--- config.mk ---
export PLATFORM = sky130hd
export DESIGN_NAME = wb_arbiter_flat
export DESIGN_NICKNAME = d
export VERILOG_FILES = /design/src/rtl/wb_arbiter_if.sv /design/src/rtl/wb_arbiter.sv /design/src/flat_wrapper.sv
export SDC_FILE = /design/constraint.sdc
export NUM_CORES = 1
export LEC_CHECK = 0
export ABC_AREA = 1
export CAP_MARGIN = 30
export CORE_MARGIN = 8
export CORE_UTILIZATION = 45
export CTS_BUF_LIST = sky130_fd_sc_hd__clkbuf_8
export DETAILED_ROUTE_END_ITERATION = 6
export PLACE_DENSITY = 0.76
export SKIP_LAST_GASP = 1
export SYNTH_ARGS = -nofsm -noshare
export SYNTH_HDL_FRONTEND = slang
export SYNTH_SLANG_ARGS = --single-unit
--- constraint.sdc ---
create_clock -name clk -period 8.7 [get_ports clk]
set_input_delay 0.87 -clock clk [delete_from_list [all_inputs] [get_ports clk]]
set_output_delay 0.87 -clock clk [all_outputs]
set_load 0.05 [all_outputs]
--- src/rtl/wb_arbiter_if.sv ---
// Write-back port bundle: MEM/WB pipeline write, MDU result handshake and
// the registered register-file write produced by wb_arbiter.
interface wb_arbiter_if;
  logic        pipe_we;
  logic [4:0]  pipe_rd;
  logic [31:0] pipe_wdata;
  logic        mdu_valid;
  logic [4:0]  mdu_rd;
  logic [31:0] mdu_wdata;
  logic        mdu_ready;
  logic        stall_o;
  logic        rf_we;
  logic [4:0]  rf_rd;
  logic [31:0] rf_wdata;
  logic [1:0]  fifo_cnt_o;

  modport master (
    output pipe_we, pipe_rd, pipe_wdata, mdu_valid, mdu_rd, mdu_wdata,
    input  mdu_ready, stall_o, rf_we, rf_rd, rf_wdata, fifo_cnt_o
  );

  modport slave (
    input  pipe_we, pipe_rd, pipe_wdata, mdu_valid, mdu_rd, mdu_wdata,
    output mdu_ready, stall_o, rf_we, rf_rd, rf_wdata, fifo_cnt_o
  );
endinterface

--- src/rtl/wb_arbiter.sv ---
// Register-file write-port arbiter: pipeline writes win, MDU results queue in a
// 2-entry FIFO, starvation forces a 1-cycle stall. Optional macro WB_WAW_KILL_EN.
module wb_arbiter #(
  parameter int unsigned STARVE_LIMIT = 4
) (
  input  logic          clk,
  input  logic          rst_n,
  wb_arbiter_if.slave   bus
);

  logic [4:0]  r_rd0, r_rd1;
  logic [31:0] r_dat0, r_dat1;
  logic [1:0]  r_cnt;
  logic [3:0]  r_starve;
  logic        r_rf_we;
  logic [4:0]  r_rf_rd;
  logic [31:0] r_rf_wdata;

  logic        w_stall, w_busy, w_pop, w_push;
  logic        w_kill0, w_kill1, w_keep0, w_keep1;
  logic [4:0]  w_n_rd0, w_n_rd1;
  logic [31:0] w_n_dat0, w_n_dat1;
  logic [1:0]  w_surv, w_n_cnt;
  logic [3:0]  w_n_starve;

  assign w_stall = (r_starve == 4'(STARVE_LIMIT));
  assign w_busy  = !w_stall && bus.pipe_we && (bus.pipe_rd != 5'd0);
  assign w_pop   = !w_busy && (r_cnt != 2'd0);
  // rd=0 results still complete the handshake but are dropped here
  assign w_push  = bus.mdu_valid && (r_cnt != 2'd2) && (bus.mdu_rd != 5'd0);

`ifdef WB_WAW_KILL_EN
  assign w_kill0 = w_busy && (r_rd0 == bus.pipe_rd);
  assign w_kill1 = w_busy && (r_rd1 == bus.pipe_rd);
`else
  assign w_kill0 = 1'b0;
  assign w_kill1 = 1'b0;
`endif

  assign w_keep0 = (r_cnt != 2'd0) && !w_pop && !w_kill0;
  assign w_keep1 = (r_cnt == 2'd2) && !w_kill1;

  // Compact survivors toward the head, then append the new result
  always_comb begin
    w_n_rd0  = r_rd0;
    w_n_dat0 = r_dat0;
    w_n_rd1  = r_rd1;
    w_n_dat1 = r_dat1;
    w_surv   = 2'd0;
    if (w_keep0 && w_keep1) begin
      w_surv = 2'd2;
    end else if (w_keep0) begin
      w_surv = 2'd1;
    end else if (w_keep1) begin
      w_n_rd0  = r_rd1;
      w_n_dat0 = r_dat1;
      w_surv   = 2'd1;
    end
    w_n_cnt = w_surv;
    if (w_push) begin
      if (w_surv == 2'd0) begin
        w_n_rd0  = bus.mdu_rd;
        w_n_dat0 = bus.mdu_wdata;
      end else begin
        w_n_rd1  = bus.mdu_rd;
        w_n_dat1 = bus.mdu_wdata;
      end
      w_n_cnt = w_surv + 2'd1;
    end
  end

  always_comb begin
    w_n_starve = r_starve;
    if (w_pop || (r_cnt == 2'd0))
      w_n_starve = 4'd0;
    else if (w_busy)
      w_n_starve = r_starve + 4'd1;
  end

  always_ff @(posedge clk or posedge rst_n) begin
    if (rst_n) begin
      r_rd0      <= 5'd0;
      r_rd1      <= 5'd0;
      r_dat0     <= 32'd0;
      r_dat1     <= 32'd0;
      r_cnt      <= 2'd0;
      r_starve   <= 4'd0;
      r_rf_we    <= 1'b0;
      r_rf_rd    <= 5'd0;
      r_rf_wdata <= 32'd0;
    end else begin
      r_rd0    <= w_n_rd0;
      r_rd1    <= w_n_rd1;
      r_dat0   <= w_n_dat0;
      r_dat1   <= w_n_dat1;
      r_cnt    <= w_n_cnt;
      r_starve <= w_n_starve;
      if (w_busy) begin
        r_rf_we    <= 1'b1;
        r_rf_rd    <= bus.pipe_rd;
        r_rf_wdata <= bus.pipe_wdata;
      end else if (w_pop) begin
        r_rf_we    <= 1'b1;
        r_rf_rd    <= r_rd0;
        r_rf_wdata <= r_dat0;
      end else begin
        r_rf_we    <= 1'b0;
      end
    end
  end

  assign bus.mdu_ready  = (r_cnt != 2'd2);
  assign bus.stall_o    = w_stall;
  assign bus.rf_we      = r_rf_we;
  assign bus.rf_rd      = r_rf_rd;
  assign bus.rf_wdata   = r_rf_wdata;
  assign bus.fifo_cnt_o = r_cnt;

endmodule

--- src/flat_wrapper.sv ---
// flat-port wrapper written by rule: the top's interface ports become plain ports
module wb_arbiter_flat 
#(
  parameter int unsigned STARVE_LIMIT = 4
)
  (clk, rst_n, bus_pipe_we, bus_pipe_rd, bus_pipe_wdata, bus_mdu_valid, bus_mdu_rd, bus_mdu_wdata, bus_mdu_ready, bus_stall_o, bus_rf_we, bus_rf_rd, bus_rf_wdata, bus_fifo_cnt_o);
  wb_arbiter_if bus_i ();
  input  logic clk;
  input  logic rst_n;
  input wire logic [$bits(bus_i.pipe_we)-1:0] bus_pipe_we;
  input wire logic [$bits(bus_i.pipe_rd)-1:0] bus_pipe_rd;
  input wire logic [$bits(bus_i.pipe_wdata)-1:0] bus_pipe_wdata;
  input wire logic [$bits(bus_i.mdu_valid)-1:0] bus_mdu_valid;
  input wire logic [$bits(bus_i.mdu_rd)-1:0] bus_mdu_rd;
  input wire logic [$bits(bus_i.mdu_wdata)-1:0] bus_mdu_wdata;
  output wire logic [$bits(bus_i.mdu_ready)-1:0] bus_mdu_ready;
  output wire logic [$bits(bus_i.stall_o)-1:0] bus_stall_o;
  output wire logic [$bits(bus_i.rf_we)-1:0] bus_rf_we;
  output wire logic [$bits(bus_i.rf_rd)-1:0] bus_rf_rd;
  output wire logic [$bits(bus_i.rf_wdata)-1:0] bus_rf_wdata;
  output wire logic [$bits(bus_i.fifo_cnt_o)-1:0] bus_fifo_cnt_o;
  assign bus_i.pipe_we = bus_pipe_we;
  assign bus_i.pipe_rd = bus_pipe_rd;
  assign bus_i.pipe_wdata = bus_pipe_wdata;
  assign bus_i.mdu_valid = bus_mdu_valid;
  assign bus_i.mdu_rd = bus_mdu_rd;
  assign bus_i.mdu_wdata = bus_mdu_wdata;
  assign bus_mdu_ready = bus_i.mdu_ready;
  assign bus_stall_o = bus_i.stall_o;
  assign bus_rf_we = bus_i.rf_we;
  assign bus_rf_rd = bus_i.rf_rd;
  assign bus_rf_wdata = bus_i.rf_wdata;
  assign bus_fifo_cnt_o = bus_i.fifo_cnt_o;
  wb_arbiter #(.STARVE_LIMIT(STARVE_LIMIT)) u_core (.clk(clk), .rst_n(rst_n), .bus(bus_i));
endmodule
Fig. 1: run 1, routing congestion map
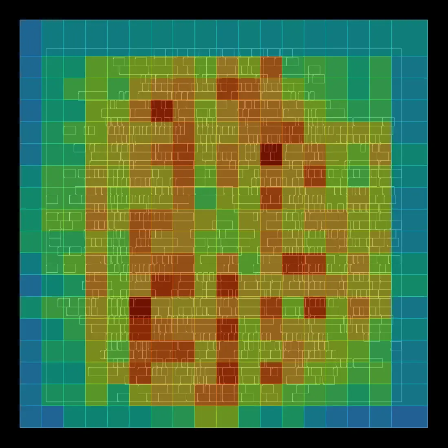
GR peak layer: met2
final core area utilization: 58.12%
DR WL/cell: 14.46 um

Fig. 2: run 1, clock network drawn from the DEF
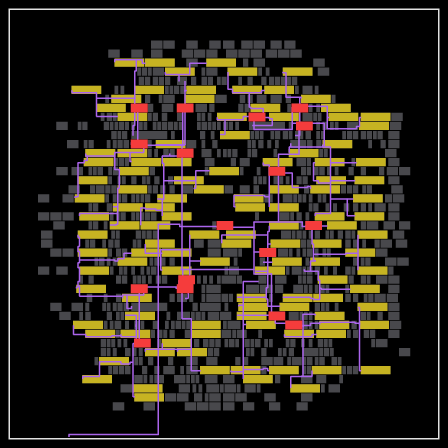
Red shows clock-net drivers, count 17. Yellow shows flip-flops, count 118. Purple shows clock wires, length 1440 um.
There are 18 routed clock nets.

Fig. 3: run 1, placement density heat map
13 x 13 tiles, from dark blue (low) to red (high), 0 to 100% covered.
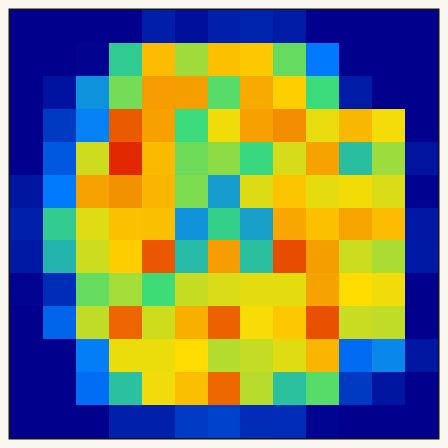
22% of the tiles are nearly empty. 23% of the tiles are over 75% full. The fullest tile reaches 96%. The mean over all tiles is 43%.

[run 1: flip-flops by register name, indices dropped and copies added, names as in the netlist]
register and flops:
u_core.bus.rf_rd 5, u_core.r_dat1 32, u_core.bus.rf_wdata 32, u_core.r_dat0 32, u_core.r_rd0 5, u_core.r_starve 4, u_core.r_rd1 5, u_core.bus.rf_we 1
u_core.bus.fifo_cnt_o 2
[run 1: worst register-to-register path: stages, from the launching register on]
cell     delay (ps)
dfrtp_1         450
nor2_4          770
inv_2           580
nand2_1         340
ha_1            230
nand3_2         640
inv_2           840
nand2_1         140
nand2_1         120
[run 1: worst max path at each step]
stage              startpoint                        to  slack, ps  cells past startpoint
6_report       bus_pipe_rd[2]          u_core.r_dat0[9]       4370                     11
5_1_grt        bus_pipe_rd[2]         u_core.r_dat0[18]       3990                     11
4_1_cts        bus_pipe_rd[2]          u_core.r_dat0[9]       4420                     11
3_5_place_dp   bus_pipe_rd[2]          u_core.r_dat0[9]       3980                     11
3_3_place_gp   bus_pipe_rd[2]          u_core.r_dat0[5]       4130                     11
2_1_floorplan           rst_n  u_core.bus.fifo_cnt_o[0]       4700                      1
[run 1: layout make-up]
cell class                 instances  share of cell area (%)
clock buffer                      19                   3.595
multi-input combinational        439                   29.34
timing repair buffer             122                   16.68
clock inverter                    13                   2.150
tap                              172                   2.958
sequential                       118                   40.59
inverter                          90                   4.678
[run 1: metrics by stage]
stage	instances	area, um^2	setup WS [ps]	power [mW]
after floorplan	691	5718	4701	1.782
after global placement	941	6857	4135	2.068
after detailed placement	941	6857	3984	2.113
after CTS	973	7274	4423	2.635
after global routing	973	7274	3988	2.797
final	973	7274	4371	2.619
==> impl_metrics.toml, run 1 <==
# physical design summary
[run_status]
status = "complete, no violations"

[grt]
grt_use_met2_pct = 28.69
grt-ovfl-total = 0
grt_max_degree = 75
met1_usage_pct = 21.08
grt_util_met3_pct = 4.799
grt_usage_pct = 17.38
grt_pass1_wl_mm = 22.95
grt_pass1_vias = 4724
antenna_found_initial = 0

[clock_tree]
cts_tree = "built"
cts_resized = 0
cts_sinks = 118
clk_pin_slew_ps = 70
ctsHoldBuffers = 0
cts_setup_buffers = 0
clock.latency.late_pin_ps = 420
ctsRootBufferMaster = "clkbuf_8"

[logic_synthesis]
mux_share_pct = 0
synth.logic.top_family = "simple AND/OR/NAND/NOR gates"
area_leaders = "dfrtp_1 52%, nand3_1 16%, nand2_1 10%, inv_1 5.6%, a21oi_2 3.1%"
syn_area_um2 = 5718
postSynthCellCount = 691
ys_sh_adder_pct = 0.8753
seq_area_frac_synth_pct = 51.64
simple_gate_area_share_pct = 30.90
synth_top_flop_cell = "dfrtp_1"
yosys_area_um2 = 5718
async_flop_share_pct = 100.0
most_common_cell = "nand3_1"
ys_seq_elements = 118
synthTopCellsByCount = "184 x nand3_1, 157 x nand2_1, 118 x dfrtp_1"
ys_sh_aoi_pct = 4.748
synth_cell_types = 23
edf_count = 0

[place]
dp_hpwl_mm = 9.331
port_buffers = 119
gp_congestion = 0.7681

[detailed_routing]
wirelength_met1_mm = 6.011
wl_met2_mm = 6.946
wl_met3_um = 915
first_pass_iters = 5
drc = 0
drtAntennaViolNets = 0
vias = 4767
route.detailed.vias_per_inst = 4.899

[critical_path]
r2r-end = "u_core.r_dat0[9]"
timing.rr.start = "u_core.bus.fifo_cnt_o[0]"
cp.required_ps = 9050
path_cells = "clkdlybuf4s50_1 -> nor2_1 -> nand3b_1 -> nand2_4 -> inv_2 -> nand2_1 -> ha_1 -> nand3_2 -> inv_2 -> nand2_1 -> nand2_1"
cp.arrival_ps = 4680
path_delay_family = "simple AND/OR/NAND/NOR gates"
critPathMaxStageDelay_ps = 830
worstSetupStartpointType = "input pin"
cp_slowest_cell = "inv_2"
worst_setup_path_end_kind = "register"
crit_type = "input pin to register"
r2r_slack_ps = 4540
critPathMaxFanout = 55
critPathBufInv = 3

[power_and_ir_drop]
p_leak_nw = 3.591
peakVddDrop_v = 0.0001499
pwr-share-comb_pct = 45.3
p_clk_mw = 0.517
pg_seq_mw = 0.916
seqPwrFrac_pct = 35.0
power_top_consumer = "combinational logic"
p_switching_mw = 1.139
pwr-share-clk_pct = 19.7
pg_comb_mw = 1.19
switching_share_pct = 43.49
p_int_mw = 1.480

[final_timing]
holdWs_ps = 495.7
fin_skew_ps = 10.35
report.final.slew_viol_count = 0
fmax_ghz = 0.2310
fin_tns_setup_ps = 0
slew_headroom_pct = 33.57
finalHoldViolCount = 0
rsz0062_at_grt = "no"
period_minus_slack_ps = 4329
setup_violations = 0

[floorplan]
die-area_um2 = 16570
core_util_floorplan_pct = 45.68
core-area_um2 = 12520
fp.dieW_um = 128.7
design.portCount = 120

[worst_hold_path]
min_from = "u_core.r_rd1[2]"
hp-class = "register to register"

[flow_run]
tool_warnings = 28
drv_cap = 0

[finish]
nets = 870
final_cell_mix = "183 x nand3_1, 157 x nand2_1, 119 x clkdlybuf4s50_1"
drive_gt1_share_pct = 8.489
lay_top_count = "nand3_1"
fill_cells = 1110
antenna_cells = 0
logic_area_um2 = 2135
regArea_um2 = 2953
Fig. 4: run 1, wiring by layer
The bar under the picture is 50 um long.
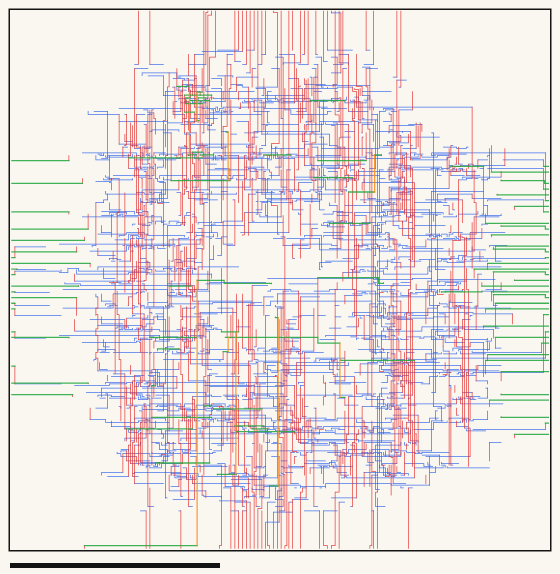

==> run 1 -> run 2 <==
- PLACE_DENSITY: 0.76 -> 0.79
- clock period: 8.7 -> 3.6 ns (I/O delays scaled with it)
Fig. 5: run 2, wiring by layer
The bar under the picture is 50 um long.
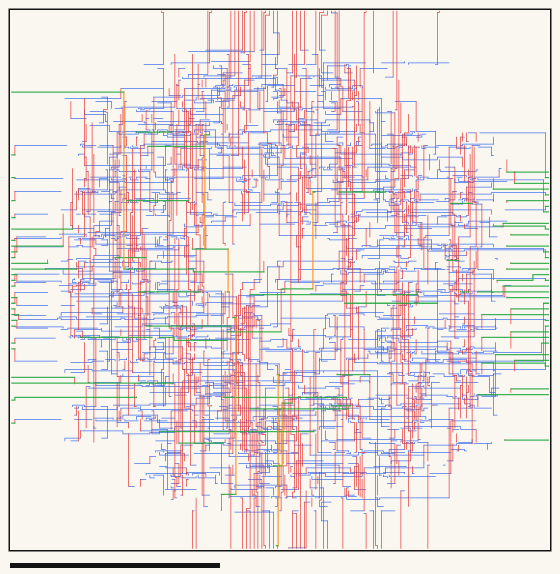
Orange shows M4, wire length 201 um. Blue shows M1, wire length 6520 um. Red shows M2, wire length 7050 um. Green shows M3, wire length 847 um.

==> run 2 against run 1 <==
Core utilization grew 1.1 points. Clock skew down 2.4 ps. Worst setup slack lost 3300 ps. Hold slack lost 92 ps. Sequential cell count stayed put. Critical path type is now register to register. Highest routed layer unchanged.
==> impl_metrics.toml, run 2 <==
# physical design summary
[final_timing]
slew_headroom_pct = 48.74
period_minus_slack_ps = 2545
report.final.slew_viol_count = 0
holdWs_ps = 403.6
fmax_ghz = 0.3929
tightestPinTransition_ps = 767.8
fin_skew_ps = 7.954
fin_tns_setup_ps = 0
finalCritPeriodShare_pct = 70.70
setup_violations = 0
finalHoldViolCount = 0
rsz0062_at_grt = "no"
final.setup.worst_slack_ps = 1055

[clock_tree]
clk_pin_slew_ps = 70
clock.latency.late_pin_ps = 420
cts_sinks = 118
cts_max_level = 4
ctsHoldBuffers = 0
cts_resized = 0
ctsRootBufferMaster = "clkbuf_8"
cts_setup_buffers = 0
cts_max_path_buffers = 2
cts-buffers-inserted = 17
cts_tree = "built"

[power_and_ir_drop]
peakVddDrop_v = 0.0004282
p_leak_nw = 3.679
finalPower_mw = 6.550
powerDensity_nw_per_um2 = 884.2

[logic_synthesis]
yosys_area_um2 = 5718
synth.top_cell.area_share_pct = 51.64
synth_warnings = 0
yosys.area.top_type = "dfrtp_1"
avgSynthCellArea_um2 = 8.275
ys_cells = 691
syn_nets = 773
edf_count = 0
synth_top_flop_cell = "dfrtp_1"
synthTopCellsByCount = "184 x nand3_1, 157 x nand2_1, 118 x dfrtp_1"
postSynthCellCount = 691
ys_seq_elements = 118
synth_cell_types = 23
async_flop_share_pct = 100.0
syn_area_um2 = 5718
area_leaders = "dfrtp_1 52%, nand3_1 16%, nand2_1 10%, inv_1 5.6%, a21oi_2 3.1%"
seq_area_frac_synth_pct = 51.64
most_common_cell = "nand3_1"

[finish]
drive_gt1_share_pct = 9.158
synthToLayoutAreaGrowth_pct = 29.56
antenna_cells = 0
nets = 877
final_cell_area_um2 = 7408
lay_top_count = "nand3_1"
final_cell_mix = "183 x nand3_1, 157 x nand2_1, 119 x clkdlybuf4s50_1"

[detailed_routing]
route.detailed.vias_per_inst = 4.878
drc = 0
first_pass_iters = 4
vias = 4780
wl_mm = 14.61
drtAntennaViolNets = 0
routedWlPerCell_um = 14.91
drtIter0Drc = 390

[critical_path]
crit_type = "register to register"
path_delay_family = "simple AND/OR/NAND/NOR gates"
timing.rr.start = "u_core.r_starve[0]"
cp_slowest_cell = "dfrtp_1"
critPathBufInv = 4
worst_setup_path_end_kind = "register"
crit_start = "u_core.r_starve[0]"
critPathMaxFanout = 36
worstSetupStartpointType = "register"
cp.arrival_ps = 2830
cp.required_ps = 3890
critPathMaxStageDelay_ps = 390
path_cells = "inv_1 -> ha_1 -> nand2_1 -> nor2_4 -> nor2_4 -> nand2_4 -> inv_2 -> nand2_1 -> ha_1 -> inv_1 -> nand3_4 -> buf_4 -> nor2_1 -> a21oi_2"

[flow_run]
tool_warnings = 28
drv_cap = 0

[place]
port_buffers = 119
dp_slack_ps = 937.9
dpl_cell_area_um2 = 6942
dp_hpwl_mm = 9.122
gp_congestion = 0.7539

[grt]
grt_pass1_wl_mm = 23.67
grt_max_degree = 67
grt_pass1_vias = 4768
grt_usage_pct = 18.06
grt-ovfl-total = 0
antenna_found_initial = 0

[run_status]
status = "complete, no violations"

[floorplan]
die_y_um = 128.7
die-area_um2 = 16570
core-area_um2 = 12520
rows = 41
design.portCount = 120
fp.dieW_um = 128.7
core_util_floorplan_pct = 45.68

[worst_hold_path]
hp-class = "input pin to async pin"
## run 2: cell counts after synthesis
Identical to the previous run, type by type.
## run 2: where the power goes
group          switching [mW]  internal (mW)  total (mW)
combinational            1.95          0.965        2.92
clock                   0.527          0.890        1.42
sequential              0.292           1.93        2.22
total                    2.77           3.78        6.55
## run 2: path summary, 6_finish.rpt
path	to	slack [ps]	depth (start not counted)
setup / recovery	u_core.r_dat1[14]	1050	14
hold / removal	u_core.bus.rf_wdata[15]	400	2
setup reg to reg	u_core.r_dat1[14]	1050	14
hold reg to reg	u_core.r_starve[0]	490	1
max in group asynchronous	u_core.bus.fifo_cnt_o[1]	2410	3
min in group clk	u_core.r_starve[0]	490	1
## run 2: layout make-up
type                            count  area [um^2]
Clock buffer                       21        289.0
Clock inverter                     11        177.7
Fill cell                        1155         5109
Inverter                           90        340.3
Multi-Input combinational cell    439         2135
Sequential cell                   118         2953
Tap cell                          172        215.2
Timing Repair Buffer              129         1299
## run 2: cells by family (layout without fill, tap and decap cells)
kind of cell	count (synthesis)	count (layout)	share of synthesized area, %
buffers and inverters	134	251	11.38
flip-flops	118	118	51.64
adder cells (fa/ha/maj)	4	4	0.8753
AND/OR/NAND/NOR	393	393	30.90
AND-OR/OR-AND	39	39	4.749
XOR/XNOR	3	3	0.4596
## run 2: layer usage
metal / vias up / share of wire (%) / track usage (%)
li1: 2399 / - / -
met1: 2243 / 45 / 22.81
met2: 123 / 48 / 29.56
met3: 15 / 5.8 / 4.303
met4: 0 / 1.4 / 6.634
met5: - / 0 / 0
## run 2: stage by stage
| stage | cells | util, % |
|---|---|---|
| global placement | 947 | 55.24 |
| floorplan | 691 | - |
| CTS | 980 | 59.19 |
| finish | 980 | 59.19 |
| global route | 980 | 59.19 |
| detailed placement | 948 | 55.46 |
Power figures rest on the tool's default switching activity, not on a simulated workload.
